Run 1, the metal 1 layer:
Supply wires on this layer in gray.
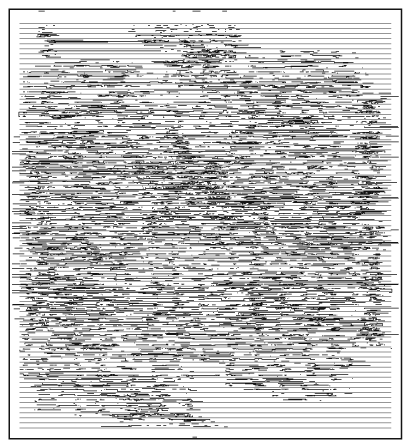
Run 1, met2 routing:
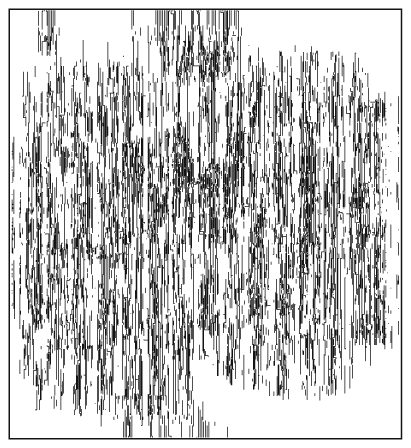
Run 1, M3 wires:
The bar under the picture is 50 um long. Cells faint in the background.
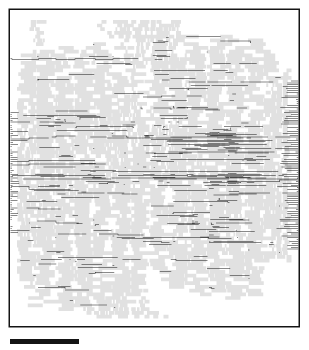
## src/rtl/mfp_ahb_loader_pkg.sv

```systemverilog
// mfp_ahb_loader_pkg: shared AHB encodings, FSM states, FIFO entry type and lane helper
package mfp_ahb_loader_pkg;
  localparam logic [1:0] HTRANS_IDLE   = 2'b00;
  localparam logic [1:0] HTRANS_NONSEQ = 2'b10;
  localparam logic [2:0] HSIZE_BYTE    = 3'd0;
  localparam logic [2:0] HSIZE_HALF    = 3'd1;
  localparam logic [2:0] HSIZE_WORD    = 3'd2;
  localparam logic [2:0] HBURST_SINGLE = 3'd0;
  localparam logic [3:0] HPROT_LOADER  = 4'b0011;
  typedef enum logic [1:0] {ST_IDLE, ST_ADDR, ST_DATA} state_t;
  typedef struct packed {
    logic [29:0] addr;
    logic [3:0]  mask;
    logic [31:0] data;
  } entry_t;
  function automatic logic [31:0] place_lanes(input logic [31:0] data, input logic [3:0] lanes, input logic be);
    logic [31:0] r;
    r = '0;
    for (int o = 0; o < 4; o++)
      if (lanes[o]) r[8*(be ? 3-o : o) +: 8] = data[8*o +: 8];
    return r;
  endfunction
endpackage

```

## src/rtl/mfp_loader_fifo.sv

```systemverilog
// mfp_loader_fifo: synchronous FIFO with push/pop/full/empty, simultaneous push+pop allowed when full
module mfp_loader_fifo #(
  parameter int DEPTH = 8,
  parameter int W     = 66
) (
  input  logic                     clk,
  input  logic                     rst,
  input  logic                     push,
  input  logic                     pop,
  input  logic [W-1:0]             din,
  output logic [W-1:0]             dout,
  output logic                     full,
  output logic                     empty,
  output logic [$clog2(DEPTH):0]   count
);
  localparam int AW = $clog2(DEPTH);
  logic [W-1:0] mem_q [DEPTH];
  logic [AW:0]  wr_q, wr_d, rd_q, rd_d;
  logic         do_push, do_pop;
  always_comb begin
    empty   = wr_q == rd_q;
    full    = (wr_q[AW] != rd_q[AW]) && (wr_q[AW-1:0] == rd_q[AW-1:0]);
    count   = wr_q - rd_q;
    dout    = mem_q[rd_q[AW-1:0]];
    do_pop  = pop && !empty;
    do_push = push && (!full || do_pop);
    wr_d    = do_push ? wr_q + 1'b1 : wr_q;
    rd_d    = do_pop ? rd_q + 1'b1 : rd_q;
  end
  always_ff @(posedge clk) begin
    if (rst) begin
      wr_q <= '0;
      rd_q <= '0;
    end else begin
      wr_q <= wr_d;
      rd_q <= rd_d;
    end
  end
  always_ff @(posedge clk) begin
    if (do_push) mem_q[wr_q[AW-1:0]] <= din;
  end
endmodule

```

## src/rtl/mfp_ahb_loader_master.sv

```systemverilog
// mfp_ahb_loader_master: coalescing serial-load AHB-Lite write master with CPU pass-through
module mfp_ahb_loader_master
  import mfp_ahb_loader_pkg::*;
#(
  parameter int FIFO_DEPTH   = 8,
  parameter int FLUSH_CYCLES = 16,
  parameter int CNT_W        = 16
) (
  input  logic             HCLK,
  input  logic             HRESET,
  input  logic             big_endian,
  input  logic             load_active,
  input  logic [31:0]      wr_addr,
  input  logic [7:0]       wr_byte,
  input  logic             wr_en,
  input  logic [31:0]      cpu_HADDR,
  input  logic [2:0]       cpu_HBURST,
  input  logic             cpu_HMASTLOCK,
  input  logic [3:0]       cpu_HPROT,
  input  logic [2:0]       cpu_HSIZE,
  input  logic [1:0]       cpu_HTRANS,
  input  logic [31:0]      cpu_HWDATA,
  input  logic             cpu_HWRITE,
  input  logic             HREADY,
  output logic [31:0]      HADDR,
  output logic [2:0]       HBURST,
  output logic             HMASTLOCK,
  output logic [3:0]       HPROT,
  output logic [2:0]       HSIZE,
  output logic [1:0]       HTRANS,
  output logic [31:0]      HWDATA,
  output logic             HWRITE,
  output logic             loader_busy,
  output logic             overflow_err,
  output logic [CNT_W-1:0] xfer_count
);
  localparam int IW = $clog2(FLUSH_CYCLES + 1);
  localparam int CW = $clog2(FIFO_DEPTH) + 1;
  logic             co_valid_q, co_valid_d;
  logic [29:0]      co_addr_q, co_addr_d;
  logic [3:0]       co_mask_q, co_mask_d;
  logic [31:0]      co_data_q, co_data_d;
  logic [IW-1:0]    idle_q, idle_d;
  state_t           state_q, state_d;
  logic [3:0]       done_q, done_d;
  logic             busy_prev_q;
  logic             ovf_q, ovf_d;
  logic [CNT_W-1:0] cnt_q, cnt_d;
  entry_t           head, push_entry;
  logic             full, empty;
  logic [CW-1:0]    count;
  logic             timeout, flush, push_ok, pop, complete, all_done;
  logic [3:0]       rem, sel_lanes, new_done;
  logic [1:0]       lo;
  logic [2:0]       sel_size;
  mfp_loader_fifo #(.DEPTH(FIFO_DEPTH), .W($bits(entry_t))) u_fifo (
    .clk(HCLK), .rst(HRESET), .push(push_ok), .pop(pop), .din(push_entry),
    .dout(head), .full(full), .empty(empty), .count(count)
  );
  always_comb begin
    timeout    = co_valid_q && !wr_en && idle_q == IW'(FLUSH_CYCLES - 1);
    flush      = co_valid_q && (co_mask_q == 4'hF || !load_active || timeout || (wr_en && wr_addr[31:2] != co_addr_q));
    push_entry = {co_addr_q, co_mask_q, co_data_q};
    co_valid_d = co_valid_q && !flush;
    co_addr_d  = co_addr_q;
    co_mask_d  = flush ? 4'h0 : co_mask_q;
    co_data_d  = flush ? 32'h0 : co_data_q;
    idle_d     = (wr_en || !co_valid_q) ? '0 : idle_q + 1'b1;
    if (wr_en) begin
      co_valid_d                       = 1'b1;
      co_addr_d                        = wr_addr[31:2];
      co_mask_d[wr_addr[1:0]]          = 1'b1;
      co_data_d[8*wr_addr[1:0] +: 8]   = wr_byte;
    end
  end
  always_comb begin
    rem       = empty ? 4'h0 : head.mask & ~done_q;
    lo        = rem[0] ? 2'd0 : rem[1] ? 2'd1 : rem[2] ? 2'd2 : 2'd3;
    sel_lanes = rem == 4'hF ? 4'hF : rem[1:0] == 2'b11 ? 4'h3 : rem == 4'hC ? 4'hC : 4'b0001 << lo;
    sel_size  = rem == 4'hF ? HSIZE_WORD : (sel_lanes == 4'h3 || sel_lanes == 4'hC) ? HSIZE_HALF : HSIZE_BYTE;
    new_done  = done_q | sel_lanes;
    all_done  = (head.mask & ~new_done) == 4'h0;
    complete  = state_q == ST_DATA && HREADY;
    pop       = complete && all_done;
    push_ok   = flush && (!full || pop);
    done_d    = complete ? (all_done ? 4'h0 : new_done) : done_q;
    cnt_d     = (complete && cnt_q != '1) ? cnt_q + 1'b1 : cnt_q;
    ovf_d     = ovf_q || (flush && !push_ok);
    state_d   = state_q;
    case (state_q)
      ST_IDLE: state_d = (rem != 4'h0 && HREADY && busy_prev_q) ? ST_ADDR : ST_IDLE;
      ST_ADDR: state_d = HREADY ? ST_DATA : ST_ADDR;
      ST_DATA: state_d = !HREADY ? ST_DATA : (!all_done || count > CW'(1) || push_ok) ? ST_ADDR : ST_IDLE;
      default: state_d = ST_IDLE;
    endcase
  end
  always_ff @(posedge HCLK) begin
    if (HRESET) begin
      co_valid_q  <= 1'b0;
      co_addr_q   <= '0;
      co_mask_q   <= '0;
      co_data_q   <= '0;
      idle_q      <= '0;
      state_q     <= ST_IDLE;
      done_q      <= '0;
      busy_prev_q <= 1'b0;
      ovf_q       <= 1'b0;
      cnt_q       <= '0;
    end else begin
      co_valid_q  <= co_valid_d;
      co_addr_q   <= co_addr_d;
      co_mask_q   <= co_mask_d;
      co_data_q   <= co_data_d;
      idle_q      <= idle_d;
      state_q     <= state_d;
      done_q      <= done_d;
      busy_prev_q <= loader_busy;
      ovf_q       <= ovf_d;
      cnt_q       <= cnt_d;
    end
  end
  always_comb begin
    loader_busy  = load_active || co_valid_q || !empty || state_q != ST_IDLE;
    overflow_err = ovf_q;
    xfer_count   = cnt_q;
    HADDR        = loader_busy ? (state_q == ST_ADDR ? {head.addr, lo} : 32'h0) : cpu_HADDR;
    HSIZE        = loader_busy ? (state_q == ST_ADDR ? sel_size : HSIZE_BYTE) : cpu_HSIZE;
    HTRANS       = loader_busy ? (state_q == ST_ADDR ? HTRANS_NONSEQ : HTRANS_IDLE) : cpu_HTRANS;
    HWDATA       = loader_busy ? (state_q == ST_DATA ? place_lanes(head.data, sel_lanes, big_endian) : 32'h0) : cpu_HWDATA;
    HBURST       = loader_busy ? HBURST_SINGLE : cpu_HBURST;
    HMASTLOCK    = loader_busy ? 1'b0 : cpu_HMASTLOCK;
    HPROT        = loader_busy ? HPROT_LOADER : cpu_HPROT;
    HWRITE       = loader_busy ? 1'b1 : cpu_HWRITE;
  end
endmodule

```

## config.mk

```make
export PLATFORM = sky130hd
export DESIGN_NAME = mfp_ahb_loader_master
export DESIGN_NICKNAME = d
export VERILOG_FILES = /design/src/rtl/mfp_ahb_loader_pkg.sv /design/src/rtl/mfp_loader_fifo.sv /design/src/rtl/mfp_ahb_loader_master.sv
export SDC_FILE = /design/constraint.sdc
export NUM_CORES = 1
export LEC_CHECK = 0
export CORE_ASPECT_RATIO = 1.1
export CORE_MARGIN = 5
export CORE_UTILIZATION = 58
export CTS_CLUSTER_SIZE = 20
export DETAILED_ROUTE_END_ITERATION = 16
export MAX_ROUTING_LAYER = met4
export PLACE_DENSITY = 0.83
export SETUP_SLACK_MARGIN = 0.02
export SYNTH_ARGS = -nofsm -noshare
export SYNTH_HDL_FRONTEND = slang
export SYNTH_SLANG_ARGS = --single-unit
```

## constraint.sdc

```tcl
create_clock -name HCLK -period 13.1 [get_ports HCLK]
set_clock_uncertainty 0.15 [all_clocks]
set_input_delay 2.62 -clock HCLK [delete_from_list [all_inputs] [get_ports HCLK]]
set_output_delay 2.62 -clock HCLK [all_outputs]
set_load 0.05 [all_outputs]
```

==> CHANGELOG.md, run 1 <==
## Implementation

* Die Wd at 210 um
* Max FFs per register at 528
* CP peak stage delay at 810 ps
* Crit path depth at 6
* AND-OR/OR-AND Cells, Area Fraction at 4.31%
* Post-route setup slack at 4380 ps
* TritonCTS Buffers at 57
* Register share of total power at 52.9%
* Hold Crit Start: idle_q[0]$_SDFF_PP0_
* Least-Margin Pin Slew at 1090 ps
* Mapped Nets at 1618
* DR WL/cell at 25.4 um
* Critical path origin: load_active
* Main logic family after synthesis: multiplexers
* Pleak at 9.80 nW
* Most numerous logic cells after layout: 528 x edfxtp_1, 217 x clkdlybuf4s50_1, 149 x nor2_1
* Synth area leader: edfxtp_1
* Terminus of the critical flop-to-flop path: u_fifo.mem_q[7][1]$_DFFE_PP_
* Hold EP: idle_q[0]$_SDFF_PP0_
* Worst setup path class: in -> out
* Basic Gates by Area at 5.70%
* CP Data Arrival Time at 5950 ps
* Clock slew at reported path FFs at 60 ps
* Max FO, Critical Path at 65
* Logic inverters at 16
* Post-synthesis chip area from yosys at 25600 um^2
* Buffering overhead at 7.83%
* Status: complete, no violations
* Placed instance count at 2222
* Final TNS setup at 0 ps
* Final Max Slew Viols at 0
* Dpl hpwl at 35.0 mm
* Routed Antenna Nets at 0
* Yosys cell types at 61
* Commonest flop: edfxtp_1
* Registers at 635
* Number of DRC markers in iteration 0 at 1538
* Worst VDD drop at 0.122 mV
* Clk_lat worst skew at 590 ps
* Hold_buf cts at 0
* Internal at 3.32 mW
* Slowest-stage cell, CP: clkdlybuf4s50_1
* Maximum clock frequency at 0.115 GHz
* CP cell instances: clkdlybuf4s50_1 -> or4_1 -> nor2_4 -> buf_4 -> a221o_1 -> clkdlybuf4s50_1
* Flop share of the area at 59.2%
* CP startpoint kind: input port
About 'the metal 1 layer':
- main direction: horizontal
- share of all routed wire: 39%
- nets with wire on the layer: 1716
Routed WL: 59.3 mm
via count: 14.5k
grt met1 use: 32.6%

About 'met2 routing':
- wire length on this layer: 29.5 mm
- nets with wire on the layer: 1650
- longest straight run: 72.1 um
- main direction: vertical
GR Util met2: 40.2%

About 'M3 wires':
- share of all routed wire: 9.4%
- main direction: horizontal
- wire length on this layer: 5560 um
- longest straight run: 121 um
- nets with wire on the layer: 283
M3 GR Usage: 6.09%

[run 1: power by group through the flow]
stage | Clock, mW | Combinational [mW] | Sequential, mW
after floorplan | 0 | 0.138 | 2.26
after global placement | 0 | 0.241 | 2.26
after detailed placement | 0 | 0.245 | 2.26
after CTS | 1.75 | 0.247 | 2.22
after global routing | 1.85 | 0.259 | 2.22
final | 1.73 | 0.247 | 2.22
[run 1: metal layers]
metal / vias up / track usage [%] / part of all wire [%] / routed length (um)
li1: 6349 / - / - / -
met3: 102 / 6.09 / 9.4 / 5560
met4: 0 / 6.08 / 2.3 / 1370
met2: 701 / 40.2 / 50 / 29500
met5: - / - / 0 / 0
met1: 7393 / 32.6 / 39 / 22900
==> run 2: changes to the inputs <==
clock period = 8.2 ns   (was 13.1 ns; I/O delays follow)
==> CHANGELOG.md, run 2 <==
## Implementation

* Synth area leader: edfxtp_1
* Die Wd at 210 um (unchanged)
* Final Max Slew Viols at 0 (unchanged)
* Least-Margin Pin Slew at 1040 ps (-57.3 ps)
* Basic Gates by Area at 5.70% (unchanged)
* Hold_buf cts at 0 (unchanged)
* Terminus of the critical flop-to-flop path: u_fifo.mem_q[7][1]$_DFFE_PP_
* Grt met1 use at 32.5% (-0.042 points)
* Pleak at 9.75 nW (-0.52%)
* DR top layer: met4
* Max FO, Critical Path at 38 (-42%)
* Via count at 14.6k (+0.36%)
* Dpl hpwl at 35.4 mm (+1.2%)
* Number of DRC markers in iteration 0 at 1428 (-7.2%)
* WL met1 at 22.8 mm (-0.54%)
* Status: complete, no violations
* Clock slew at reported path FFs at 60 ps (about the same)
* Combinational Power at 395 uW (+60%)
* Wire length on met2 at 29.8 mm (+1.3%)
* Routed Antenna Nets at 0 (unchanged)
* Worst VDD drop at 0.177 mV (+45%)
* Yosys cell types at 61 (unchanged)
* CP Data Arrival Time at 4740 ps (-1210 ps)
* Max FFs per register at 528 (unchanged)
* Hold EP: idle_q[0]$_SDFF_PP0_
* M3 GR Usage at 4.05% (-2.0 points)
* GR Util met2 at 41.6% (+1.4 points)
* Mapped Nets at 1618 (unchanged)
* CP startpoint kind: input port
* CP cell instances: clkdlybuf4s50_1 -> or4_1 -> nor2_4 -> buf_4 -> a221o_1 -> clkdlybuf4s50_1
* Internal at 5.16 mW (+55%)
* Post-route setup slack at 1670 ps (-2710 ps)
## run 2: cell types whose count changed in the layout (fill, tap and decap cells not counted), sizes merged
cell      before  now
bufinv         8    4
diode          5    1
clkbuf        80   82
clkinv        16   23
clkinvlp       3    2
buf           28   30
## run 2: cell families (layout without fill, tap and decap cells)
kind of cell	Yosys count	in the layout
muxes	231	231
AOI/OAI and AO/OA	142	142
DFF	635	635
adders and majority gates	17	17
buffers and inverters	90	375
xor gates and xnor gates	49	49
and+or+nand+nor	313	313
other	0	1
## run 2: area by class of cell
class | instances | share of cell area (%)
Antenna cell | 1 | 0.00825
Inverter | 16 | 0.198
Clock buffer | 82 | 5.29
Tap cell | 574 | 2.37
Clock inverter | 30 | 0.854
Sequential cell | 635 | 59.4
Multi-Input combinational cell | 752 | 23.9
Timing Repair Buffer | 247 | 7.94
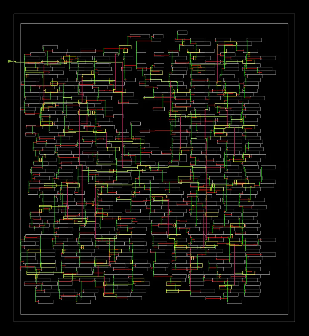
Run 2: clock nets
TritonCTS Buffers: 59
clock-net power: 2.62 mW
registers: 635

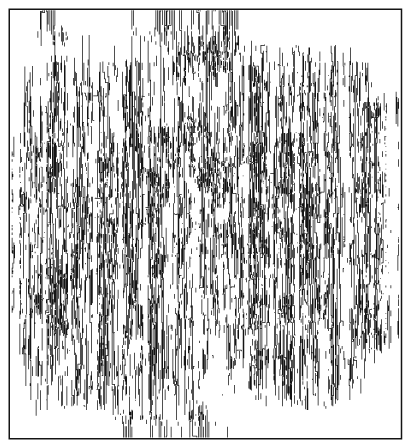
Run 2: met2 routing
- main direction: vertical
- longest straight run: 84.7 um
- nets with wire on the layer: 1661
- wire length on this layer: 29.8 mm

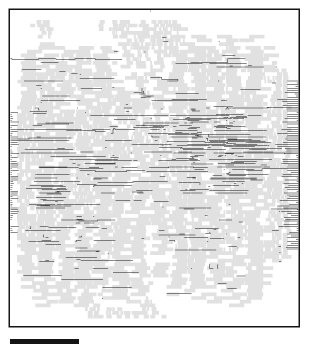
Run 2: M3 wires
The bar under the picture is 50 um long. Cells faint in the background.
- longest straight run: 56.6 um
- main direction: horizontal
- wire length on this layer: 5250 um
- share of all routed wire: 8.8%
- nets with wire on the layer: 315

==> run 3: changes to the inputs <==
clock period = 6.8 ns   (was 8.2 ns; I/O delays follow)
==> CHANGELOG.md, run 3 <==
## Implementation

* Clock slew at reported path FFs at 60 ps (about the same)
* Hold EP: idle_q[0]$_SDFF_PP0_
* Routed Antenna Nets at 0 (unchanged)
* Top cell category: registers
* Internal at 6.51 mW (+26%)
* CP cell instances: mux4_2 -> mux2i_1 -> or2_1 -> o21ai_1 -> a31oi_1 -> nor3_2 -> a221o_1 -> clkdlybuf4s50_1
* # clk buffers at 72 (-12%)
* Final Max Slew Viols at 0 (unchanged)
* Ant. Diodes at 2 (+1)
* Mapped Nets at 1618 (unchanged)
* Buffering overhead at 7.99% (+0.045 points)
* Logic inverters at 16 (unchanged)
* Die Wd at 210 um (unchanged)
* Non-clock buffer count at 250 (+1.2%)
* Max FO, Critical Path at 45 (+18%)
* Number of DRC markers in iteration 0 at 1468 (+2.8%)
* DR top layer: met4
* Status: complete, no violations
* Pleak at 9.88 nW (+1.3%)
* Terminus of the critical flop-to-flop path: u_fifo.mem_q[6][2]$_DFFE_PP_
* Worst VDD drop at 0.227 mV (+29%)
* Post-route setup slack at 609 ps (-1060 ps)
* TritonCTS Buffers at 57 (-3.4%)
run 3: netlist changes by cell type in the layout (fill, tap and decap cells not counted), sizes merged:
cell	previous run	this run
clkinv	23	17
diode	1	2
buf	30	33
bufinv	4	12
clkbuf	82	72
clkinvlp	2	6
run 3: cell families (layout without fill, tap and decap cells):
kind of cell | count (synthesis) | after routing | synth area share, %
compound gates | 142 | 142 | 4.31
xor+xnor | 49 | 49 | 1.71
fa+ha+maj | 17 | 17 | 0.861
buf+inv | 90 | 374 | 1.48
flops | 635 | 635 | 70.4
mux | 231 | 231 | 15.6
other cells | 0 | 2 | 0
simple gates | 313 | 313 | 5.70
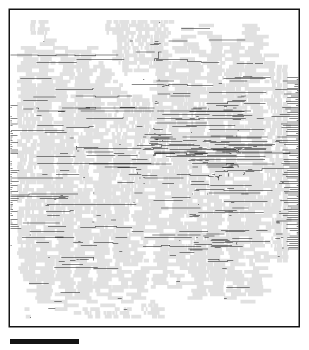
Run 3: M3 wires
The bar under the picture is 50 um long. Cells faint in the background.
- share of all routed wire: 9.2%
- longest straight run: 82.8 um
- wire length on this layer: 5450 um
- main direction: horizontal
Routed WL: 59.6 mm
M3 GR Usage: 5.37%

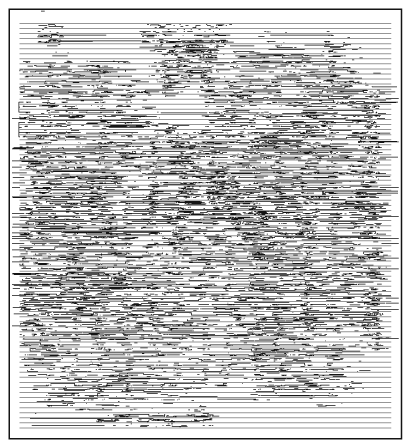
Run 3: the metal 1 layer
Supply wires on this layer in gray.
- wire length on this layer: 22.7 mm
- nets with wire on the layer: 1723
- share of all routed wire: 38%
via count: 14.6k
grt met1 use: 32.5%

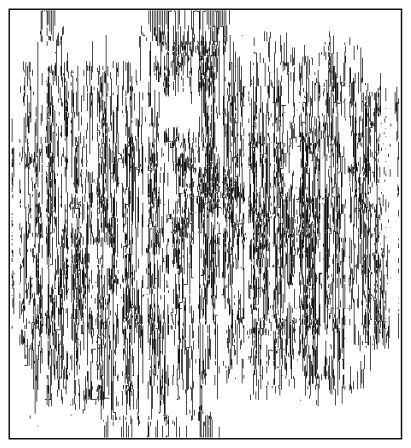
Run 3: met2 routing
- nets with wire on the layer: 1647
- longest straight run: 96.0 um
GR Util met2: 41.0%

Power is estimated from default activity; no workload was simulated.
